`config.mk`:
```
export PLATFORM = sky130hd
export DESIGN_NAME = bd_tx_handshaker_flat
export DESIGN_NICKNAME = d
export VERILOG_FILES = /design/src/rtl/bd_tx_handshaker_if.sv /design/src/rtl/bd_tx_handshaker.sv /design/src/flat_wrapper.sv
export SDC_FILE = /design/constraint.sdc
export NUM_CORES = 1
export LEC_CHECK = 0
export CAP_MARGIN = 5
export CORE_MARGIN = 2
export CORE_UTILIZATION = 43
export CTS_CLUSTER_SIZE = 16
export DETAILED_ROUTE_END_ITERATION = 7
export PLACE_DENSITY_LB_ADDON = 0.1
export SYNTH_ARGS = -nofsm -noshare
export SYNTH_HDL_FRONTEND = slang
export SYNTH_SLANG_ARGS = --single-unit
```
`constraint.sdc`:
```
create_clock -name clk -period 2.1 [get_ports clk]
set_input_delay 0.63 -clock clk [delete_from_list [all_inputs] [get_ports clk]]
set_output_delay 0.63 -clock clk [all_outputs]
set_load 0.05 [all_outputs]
```
`src/rtl/bd_tx_handshaker_if.sv`:
```
// rtl/bd_tx_handshaker_if.sv - Channel carrying encoded words into the BD transmitter
interface bd_tx_handshaker_if #(
    parameter int N = 21
);
    logic [N-1:0] d;
    logic         v;
    logic         a;

    modport master (output d, output v, input a);
    modport slave  (input d, input v, output a);
endinterface

```
`src/rtl/bd_tx_handshaker.sv`:
```
// rtl/bd_tx_handshaker.sv - 4-phase bundled-data transmitter to Braindrop; optional watchdog under BD_TX_TIMEOUT_EN
module bd_tx_handshaker #(
    parameter int N              = 21,
    parameter int SETUP_CYCLES   = 2,
    parameter int SYNC_STAGES    = 2,
    parameter int TIMEOUT_CYCLES = 1024
) (
    input  logic              clk,
    input  logic              reset,
    bd_tx_handshaker_if.slave BD_data_out,
    output logic [N-1:0]      bd_out_data,
    output logic              bd_out_req,
    input  logic              bd_out_ack,
    output logic              busy,
    output logic              timeout
);
    localparam int SW = (SETUP_CYCLES > 0) ? $clog2(SETUP_CYCLES + 1) : 1;

    typedef enum logic [1:0] {IDLE, SETUP, REQ_HI, REQ_LO} state_t;

    state_t                 state;
    logic [SW-1:0]          setup_cnt;
    logic [SYNC_STAGES-1:0] ack_sync;
    logic                   ack_s;

    // Bring the chip's asynchronous ack into the clk domain
    always_ff @(posedge clk or posedge reset) begin
        if (reset) begin
            ack_sync <= '0;
        end else begin
            ack_sync <= {ack_sync[SYNC_STAGES-2:0], bd_out_ack};
        end
    end

    assign ack_s = ack_sync[SYNC_STAGES-1];

    // Ready only while idle; held low during reset so nothing is accepted then
    assign BD_data_out.a = (state == IDLE) && !reset;

    // Handshake FSM: latch word, wait setup, raise req, follow ack through 4 phases
    always_ff @(posedge clk or posedge reset) begin
        if (reset) begin
            state       <= IDLE;
            setup_cnt   <= '0;
            bd_out_data <= '0;
            bd_out_req  <= 1'b0;
            busy        <= 1'b0;
        end else begin
            case (state)
                IDLE: begin
                    // a is high in IDLE, so v alone marks a transfer
                    if (BD_data_out.v) begin
                        bd_out_data <= BD_data_out.d;
                        setup_cnt   <= SW'(SETUP_CYCLES);
                        busy        <= 1'b1;
                        if (SETUP_CYCLES == 0 && !ack_s) begin
                            bd_out_req <= 1'b1;
                            state      <= REQ_HI;
                        end else begin
                            state <= SETUP;
                        end
                    end
                end
                SETUP: begin
                    // Counter parks at zero while a stale ack is still high
                    if (setup_cnt == '0) begin
                        if (!ack_s) begin
                            bd_out_req <= 1'b1;
                            state      <= REQ_HI;
                        end
                    end else begin
                        setup_cnt <= setup_cnt - 1'b1;
                    end
                end
                REQ_HI: begin
                    if (ack_s) begin
                        bd_out_req <= 1'b0;
                        state      <= REQ_LO;
                    end
                end
                REQ_LO: begin
                    if (!ack_s) begin
                        busy  <= 1'b0;
                        state <= IDLE;
                    end
                end
                default: begin
                    bd_out_req <= 1'b0;
                    busy       <= 1'b0;
                    state      <= IDLE;
                end
            endcase
        end
    end

`ifdef BD_TX_TIMEOUT_EN
    localparam int TW = $clog2(TIMEOUT_CYCLES + 1);

    logic [TW-1:0] to_cnt;
    logic          waiting;

    // Still waiting on the chip in the current req phase (no phase change this edge)
    assign waiting = (state == REQ_HI && !ack_s) || (state == REQ_LO && ack_s);

    // Watchdog: count cycles spent in one req phase; flag is sticky until reset
    always_ff @(posedge clk or posedge reset) begin
        if (reset) begin
            to_cnt  <= '0;
            timeout <= 1'b0;
        end else if (waiting) begin
            if (to_cnt != TW'(TIMEOUT_CYCLES)) begin
                to_cnt <= to_cnt + 1'b1;
            end
            if (to_cnt == TW'(TIMEOUT_CYCLES - 1)) begin
                timeout <= 1'b1;
            end
        end else begin
            to_cnt <= '0;
        end
    end
`else
    logic unused_timeout_cfg;

    assign unused_timeout_cfg = |TIMEOUT_CYCLES;
    assign timeout            = 1'b0;
`endif

endmodule

```
`src/flat_wrapper.sv`:
```
// flat-port wrapper written by rule: the top's interface ports become plain ports
module bd_tx_handshaker_flat 
#(
    parameter int N              = 21,
    parameter int SETUP_CYCLES   = 2,
    parameter int SYNC_STAGES    = 2,
    parameter int TIMEOUT_CYCLES = 1024
)
  (clk, reset, bd_out_data, bd_out_req, bd_out_ack, busy, timeout, BD_data_out_d, BD_data_out_v, BD_data_out_a);
  bd_tx_handshaker_if #(.N(N)) BD_data_out_i ();
  input  logic clk;
  input  logic reset;
  output logic [N-1:0] bd_out_data;
  output logic bd_out_req;
  input  logic bd_out_ack;
  output logic busy;
  output logic timeout;
  input wire logic [$bits(BD_data_out_i.d)-1:0] BD_data_out_d;
  input wire logic [$bits(BD_data_out_i.v)-1:0] BD_data_out_v;
  output wire logic [$bits(BD_data_out_i.a)-1:0] BD_data_out_a;
  assign BD_data_out_i.d = BD_data_out_d;
  assign BD_data_out_i.v = BD_data_out_v;
  assign BD_data_out_a = BD_data_out_i.a;
  bd_tx_handshaker #(.N(N), .SETUP_CYCLES(SETUP_CYCLES), .SYNC_STAGES(SYNC_STAGES), .TIMEOUT_CYCLES(TIMEOUT_CYCLES)) u_core (.clk(clk), .reset(reset), .BD_data_out(BD_data_out_i), .bd_out_data(bd_out_data), .bd_out_req(bd_out_req), .bd_out_ack(bd_out_ack), .busy(busy), .timeout(timeout));
endmodule
```
Figure 1. Signal wires by layer (run 1).
(4 px per um)
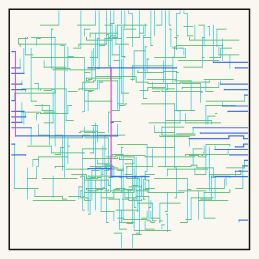
layer	colour	wire length
M1	green	1,040 um
M3	blue	201 um
M2	cyan	1,130 um
M4	magenta	48.3 um
vias post-DR: 897
final WL: 2420 um
Routed WL per cell: 13.2 um
GRT Util Overall: 0.151

Figure 2. The clock network (run 1).
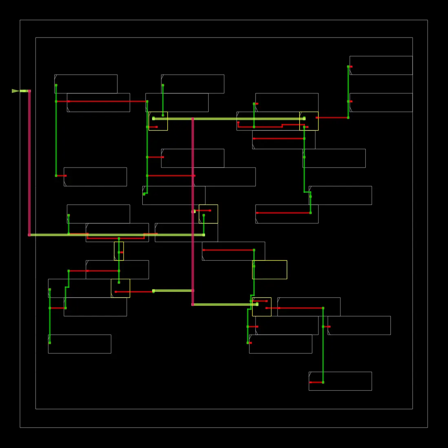
FFs & Latches: 29
skew final: 0.00299 ns
Num CTS Buffers: 5
clock buffer count: 7

Figure 3. Pin placement (run 1).
(6 px per um) Pins as bars across the die edge, other pins in grey.
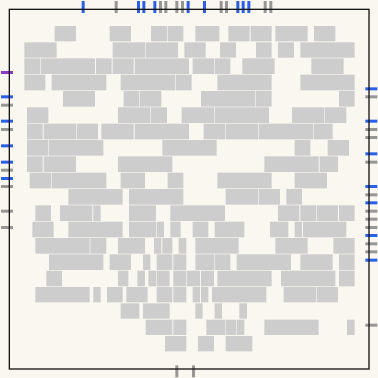
port	colour	pins	direction	edge
clk	purple	1	input	left
BD_data_out_d	blue	21	input	9 top, 7 right, 5 left
all pins by edge	18 right, 18 top, 12 left, 2 bottom
Port Buffers: 48
die width: 59.7 um
Die Ht: 59.7 um

==> impl_metrics.ini, run 1 <==
; physical design summary
[run_status]
status = complete, no violations

[critical_path]
cp-endpoint = BD_data_out_a
regToRegEndpoint = u_core.state[1]
worstReg2RegStart = u_core.state[0]
slowest_stage = clkdlybuf4s50_1
worst_ep_required_time_ns = 1.47
cpPeakStageDelay_ns = 0.44
cp.buffers_inverters = 2
ff2ff_path_depth = 7

[final_layout]
utilization = 0.629
n_all_buffers = 53
final_cells = 183
final_cell_area_um2 = 1890
nets = 181

[route]
drt_iter0_drc = 17
ant_nets = 0
wl_met3_um = 201

[synthesis]
synth_cell_type_count = 26
synthCells = 93
fa_ha_area_frac = 0.0563
mux_share = 0.250
async_reset_ff_frac = 1.00
ff_type = dfrtp_1
area_leaders = dfrtp_1 54%, mux2_4 23%, ha_1 5.6%, inv_1 2.0%, buf_6 1.7%
ys_sh_aoi = 0.0535
xor_share = 0
ys_sh_simple = 0.0516

[place]
gp_congestion = 0.699
dp_hpwl_um = 1760

[run]
warning_count = 30
drv_cap = 0

[power]
leakagePower_nw = 0.963
finalPower_w = 0.00348
power_density_nw_per_um2 = 1840

[hold_path]
whs_endpoint = u_core.ack_sync[1]

[grt]
grt_pass1_vias = 879
antenna_found_initial = 0

[clock_network]
clock_latency_ns = 0.31
clk_pin_slew_worst_paths_ns = 0.08
post-cts-setup-buffers = 0

[floorplanning]
n_tap_cell = 33
rows = 20
dieArea_um2 = 3560

[final_timing]
slew_violations = 0
min_period_ns = 2.02
period_used_share = 0.960
max_clock_freq_mhz = 496
==> run 1 -> run 2 <==
Clock period 2.1 ns to 1.92 ns, I/O delays scaled along.
==> run 2 against run 1 <==
- utilization grew 3.4 points
- register-to-register slack got worse by 0.14 ns
- count of clock-buffer cells in the layout is the same
- die size did not move
- critical endpoint unchanged
- largest cell class unchanged
- highest routed layer unchanged
==> impl_metrics.ini, run 2 <==
; physical design summary
[power]
leakagePower_nw = 1.01
power_density_nw_per_um2 = 2060
finalPower_w = 0.00409

[grt]
antenna_found_initial = 0
grt_usage = 0.159

[final_timing]
min_period_ns = 1.90
slew_violations = 0
max_clock_freq_mhz = 526
period_used_share = 0.990

[route]
wirelength_um = 2460
highest_layer = met4
ant_nets = 0
routed-via-count = 911
wl_met3_um = 203
wl_per_cell_um = 13.0
drt_iter0_drc = 32

[critical_path]
cpPeakStageDelay_ns = 0.46
ff2ff_path_depth = 6
cp.buffers_inverters = 2
cp-endpoint = BD_data_out_a
regToRegEndpoint = u_core.state[1]
slowest_stage = clkdlybuf4s50_1
worstReg2RegStart = u_core.state[0]
worst_ep_required_time_ns = 1.34

[floorplanning]
die_h_um = 59.7
n_tap_cell = 33
die_x_um = 59.7

[run]
drv_cap = 0
warning_count = 31

[place]
place_area_um2 = 1860
gp_congestion = 0.693
dp_hpwl_um = 1870
place.port_buffers = 48

[final_layout]
n_all_buffers = 59
seq_cell_count = 29
nets = 187
utilization = 0.663
regMostFlops = u_core.bd_out_data
final_cells = 190

[clock_network]
clk_pin_slew_worst_paths_ns = 0.09
clock_latency_ns = 0.32
post-cts-setup-buffers = 1

[hold_path]
whs_endpoint = u_core.ack_sync[1]

[synthesis]
area_leaders = dfrtp_1 54%, mux2_4 23%, ha_1 5.6%, inv_1 2.0%, buf_6 1.7%
xor_share = 0
ys_sh_simple = 0.0516
yosys.area.top_type = dfrtp_1
ys_sh_aoi = 0.0535
async_reset_ff_frac = 1.00
synthCells = 93
ff_type = dfrtp_1
synth_cell_type_count = 26

[run_status]
status = complete, no violations
Figure 4. The clock network (run 2).
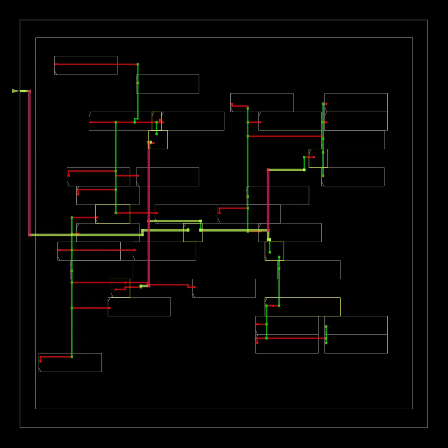
Clk. pwr: 0.000509 W
skew final: 0.0148 ns

Figure 5. Cell classes on the final placement (run 2).
(4 px per um)
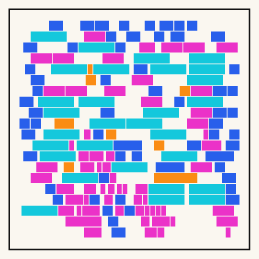
class	colour	cells	share of their area
remaining buffers and delay cells	blue	59	28%
remaining logic cells	magenta	61	31%
registers	cyan	29	37%
clock drivers and dummy loads	orange	8	4.4%
Core Area: 3000 um^2
Rows: 20

Power is estimated from default activity; no workload was simulated.
